Run 1, placed standard cells:
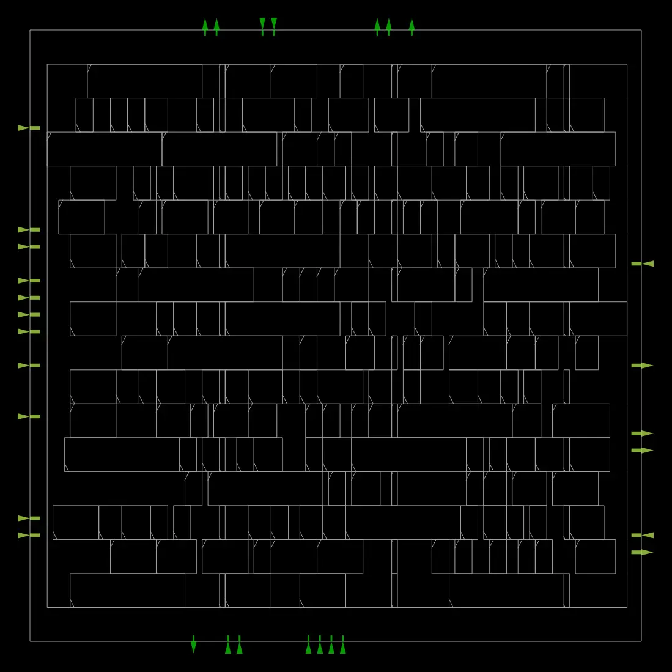
Run 1, placement by cell class:
Scale: 6 px per um. Fill, decap, tap and diode cells in grey.
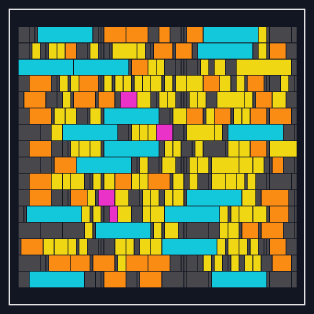
Run 1, clock wires, drivers and flops:
Scale: 12 px per um.
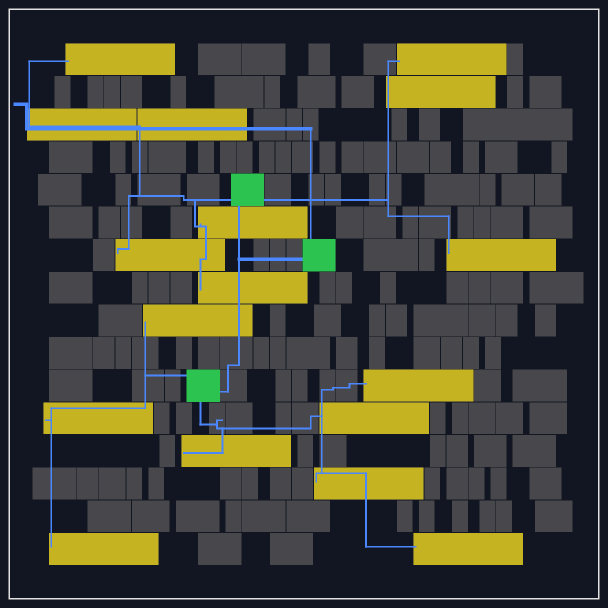
==> config.mk <==
export PLATFORM = sky130hd
export DESIGN_NAME = counter_load_arbiter
export DESIGN_NICKNAME = d
export VERILOG_FILES = /design/src/rtl/ctrl_pkg.sv /design/src/rtl/rr_arb2.sv /design/src/rtl/counter_load_arbiter.sv
export SDC_FILE = /design/constraint.sdc
export NUM_CORES = 1
export LEC_CHECK = 0
export ABC_AREA = 1
export CAP_MARGIN = 20
export CORE_UTILIZATION = 45
export DETAILED_ROUTE_END_ITERATION = 7
export MAX_ROUTING_LAYER = met4
export PLACE_DENSITY_LB_ADDON = 0.05
export SLEW_MARGIN = 20
export SYNTH_ARGS = -nofsm -noshare
export SYNTH_HDL_FRONTEND = slang
export SYNTH_SLANG_ARGS = --single-unit
==> constraint.sdc <==
create_clock -name clk -period 1.8 [get_ports clk]
set_input_delay 0.54 -clock clk [delete_from_list [all_inputs] [get_ports clk]]
set_output_delay 0.54 -clock clk [all_outputs]
set_load 0.02 [all_outputs]
==> changes_impl.md, run 1 <==
## Flow update

* Sink Count at 17
* Hold path depth at 2
* Status: finished, final reports clean
* Remaining DRCs at 0
* Crit path max fanout at 3
* RSZ-0062 raised after global routing: yes
* Buf+Inv Stages, Crit Path at 2
* Final wirelength at 2.36 mm
* Cell Chain, Critical Path: buf_4 -> ha_1 -> buf_2
* Antenna violations before repair at 0
* Pre-CTS setup slack at -0.0795 ns
* Most common logic cells in the final layout: 35 x nand2_1, 20 x clkdlybuf4s50_1, 17 x dfrtp_1
* Syn Inst Count at 135
* Delay of the slowest cell on the worst path at 0.44 ns
* Rel. slew slack at 83.2%
* Largest net degree at the start of global routing at 18
* Largest delay share family, worst path: flip-flops
* I/O Buffers at 30
* Type of the tightest min-delay check: reg2reg
* Measured slew at the worst slew-check pin at 0.250 ns
* Reg clk slew, reported paths at 0.10 ns
* Cts bufs inserted at 3
* MaxCap Viol Count at 0
* Yosys-reported design area after synthesis at 993 sq um
* Worst endpoint required time at 1.26 ns
* Crit share post-route at 99.6%
* Reg power frac at 30.5%
* Crit path max-delay cell type: dfrtp_1
* Wire length per cell at 11.3 um
* Pre-Repair DR Iteration Count at 4
* Die ar. at 2400 sq um
* # IOs at 31
* Max-slew violations at 0
* Mux share at 0%
* Combinational power share at 60.5%
* Final #Nets at 210
* Distinct lib cells at 20
* Synth Seq Share at 42.8%
* Ys Warns at 0
* Area fraction in compound gates at 15.7%
* Antenna diode count at 0
* Worst path depth at 3
* CP startpoint kind: register
* Simple-Gate Area Share at 26.8%
Notes on 'placed standard cells' above:
Seq area share: 29.3%
Final Non-Filler Cells: 210
Core Util, Final: 71.8%

Notes on 'placement by cell class' above:
class	colour	cells
remaining buffers and delay cells	orange	45
combinational and other logic	yellow	117
clock drivers and dummy loads	magenta	4
sequential cells	cyan	17
design area: 1450 sq um
# rows: 16
Core Box Area: 2020 sq um

Notes on 'clock wires, drivers and flops' above:
[flip-flops] yellow | count: 17
[clock wires] blue | length: 225 um
[clock drivers] green | count: 3
flops lie	widely spread
routed clock nets	4
Skew-Pair Late Insertion Delay: 0.29 ns
clock share of power: 9.0%

[run 1: power by group through the flow]
| stage | sequential (W) | clock (W) | combinational, W |
|---|---|---|---|
| after detailed placement | 0.000709 | 0 | 0.00145 |
| after global routing | 0.000734 | 0.000228 | 0.00159 |
| after floorplan | 0.000790 | 0 | 0.000759 |
| final | 0.000709 | 0.000208 | 0.00141 |
| after CTS | 0.000706 | 0.000214 | 0.00140 |
| after global placement | 0.000700 | 0 | 0.00141 |
[run 1: layout make-up]
type | count | area (sq um)
fill | 183 | 569
multi-input combinational | 97 | 500
sequential | 17 | 425
timing repair buffer | 45 | 392
inverter | 20 | 75.1
tap | 27 | 33.8
clock buffer | 4 | 26.3
[run 1: per-stage QoR]
stage	hold WS (ns)	instance area, sq um	setup TNS, ns	utilization, %
6_report	0.506	1450	0	71.8
3_5_place_dp	0.484	1430	-0.467	70.5
4_1_cts	0.509	1460	-0.00112	72.1
2_1_floorplan	0.244	993	0	-
5_1_grt	0.524	1450	-0.0827	71.8
3_3_place_gp	0.483	1430	-0.0644	70.5
[run 1: metal layers]
layer / up-vias / GRT usage, % / share of wire [%]
met3: 0 / 3.74 / 5.5
met1: 456 / 29.6 / 46
met2: 27 / 38.0 / 48
met5: - / - / 0
met4: 0 / 4.90 / 0
li1: 530 / - / -
[run 1: Yosys cell counts]
cell type	count	area, sq um
nand4_1	1	6.26
o31ai_1	1	7.51
o21ai_1	2	10.0
o22ai_1	6	37.5
nand3_1	3	15.0
a21boi_2	1	11.3
nor2_2	3	18.8
a21oi_1	3	15.0
nor2_1	16	60.1
o21ai_0	15	75.1
or2_2	1	6.26
dfrtp_1	17	425
inv_1	17	63.8
clkinv_1	1	3.75
ha_1	5	62.6
nand2_2	3	18.8
nor3_1	2	10.0
nand2_1	35	131
buf_4	1	7.51
inv_2	2	7.51
## Run 2: what changed since run 1
SETUP_SLACK_MARGIN = 0.02   (was default)
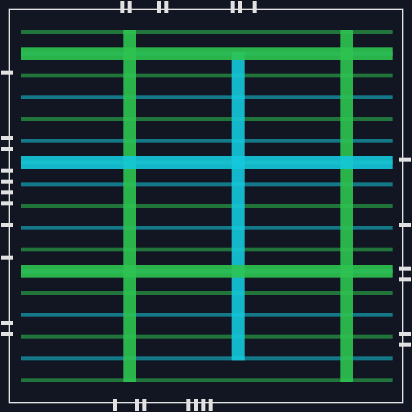
Run 2: power grid
Scale: 8 px per um. Pins as bars on the die edge.
net	colour
VSS	green
VDD	cyan
met5 straps	3
met1 rails	17
met4 straps	3
rows	16
worst vdd ir: 1.12 mV
Die H: 49.0 um

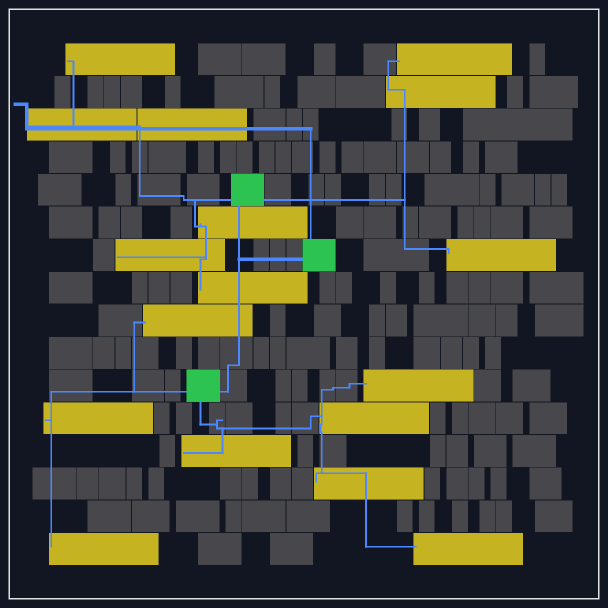
Run 2: clock wires, drivers and flops
Scale: 12 px per um.
[clock wires] blue | length: 226 um
[clock drivers] green | count: 3
[flip-flops] yellow | count: 17
routed clock nets	4
flops lie	widely spread
final setup skew: 0.00281 ns
clock-net power: 0.000207 W

==> run 2 against run 1 <==
Net effect:
- flip-flop count unchanged
- final cell count did not move
- total power up 1.7%
- largest power group unchanged
- highest routed layer unchanged
==> changes_impl.md, run 2 <==
## Flow update

* Status: finished, final reports clean
* # rows at 16 (unchanged)
* Final Non-Filler Cells at 210 (unchanged)
* Final #Nets at 210 (unchanged)
* Top cells by area: dfrtp_1 43%, nand2_1 13%, o21ai_0 7.6%
* Final wirelength at 2.33 mm (-1.5%)
* Count of library flops with an enable pin at 0 (unchanged)
* Worst endpoint required time at 1.26 ns (about the same)
* Met2 WL at 1.13 mm (-0.79%)
* Worst path depth at 3 (unchanged)
* Hold path depth at 2 (unchanged)
* I/O Buffers at 30 (unchanged)
* Skew-Pair Late Insertion Delay at 0.29 ns (about the same)
* Filler cell count at 181 (-1.1%)
* Area fraction in compound gates at 15.7% (unchanged)
* Share of the synthesized area in the top cell type at 42.8% (unchanged)
* Reg clk slew, reported paths at 0.10 ns (about the same)
* Commonest flop: dfrtp_1
* WL met3 at 96 um (-26%)
* DP Area at 1430 sq um (unchanged)
* Most common logic cells in the final layout: 35 x nand2_1, 20 x clkdlybuf4s50_1, 16 x nor2_1, 16 x dfrtp_1, 15 x o21ai_0
* Type of the tightest min-delay check: reg2reg
* Ys Warns at 0 (unchanged)
* Crit path max-delay cell type: dfrtp_2
* Die ar. at 2400 sq um (unchanged)
* Wire length per cell at 11.1 um (-1.5%)
* Syn Inst Count at 135 (unchanged)
* RSZ-0062 raised after global routing: yes
* Cell type with the largest total area: dfrtp_1
* Setup TNS at 0 ns (unchanged)
* Distinct lib cells at 20 (unchanged)
* CP startpoint kind: register
* Crit path max fanout at 3 (unchanged)
* Pre-CTS setup slack at -0.0795 ns (unchanged)
* Mux share at 0% (unchanged)
* Buf+Inv Stages, Crit Path at 2 (unchanged)
* Yosys-reported design area after synthesis at 993 sq um (unchanged)
* Core Util, Final at 72.4% (+0.56 points)
==> run 2: netlist changes by cell type in the layout (fill, tap and decap cells not counted), sizes merged <==
cell	delta
dlygate4sd2	+1
dlymetal6s2s	-1
==> run 2: routing by layer <==
layer | global-route usage, % | vias up
met2 | 38.0 | 23
met3 | 3.74 | 0
met5 | - | -
li1 | - | 529
met1 | 29.6 | 447
met4 | 4.90 | 0
==> run 2: power by group <==
group	internal (W)	leakage (nW)	switching (W)	total, W
clock network	0.0000861	0.0150	0.000121	0.000207
logic	0.000642	0.519	0.000803	0.00145
registers	0.000577	0.206	0.000137	0.000713
==> run 2: logic make-up after synthesis <==
family	Yosys count
and+or+nand+nor	64
AOI/OAI and AO/OA	28
buffers and inverters	21
DFF	17
adders and majority gates	5
==> run 2: what timing repair did <==
item                                    4_1_cts  5_1_grt
endpoints found under the setup margin       10        4
hold buffers                                  0        0
resized                                      25        9
buffers inserted                              1        0
==> run 2: area by class of cell <==
type	count	area [sq um]	share of cell area, %
repair buffers	45	402	27.4
multi-input cells	97	500	34.2
flip-flops and latches	17	427	29.1
clock buffers	4	26.3	1.79
well taps	27	33.8	2.31
inverters	20	75.1	5.13
==> run 2: worst reg2reg max path, delay by kind of cell (launching register included) <==
kind | cells | cell delay [ns]
AND/OR/NAND/NOR | 6 | 0.61
flip-flops | 1 | 0.44
buffers and inverters | 3 | 0.33
adder cells (fa/ha/maj) | 1 | 0.19
No activity file was given, so power comes from the tool's default toggle rates.
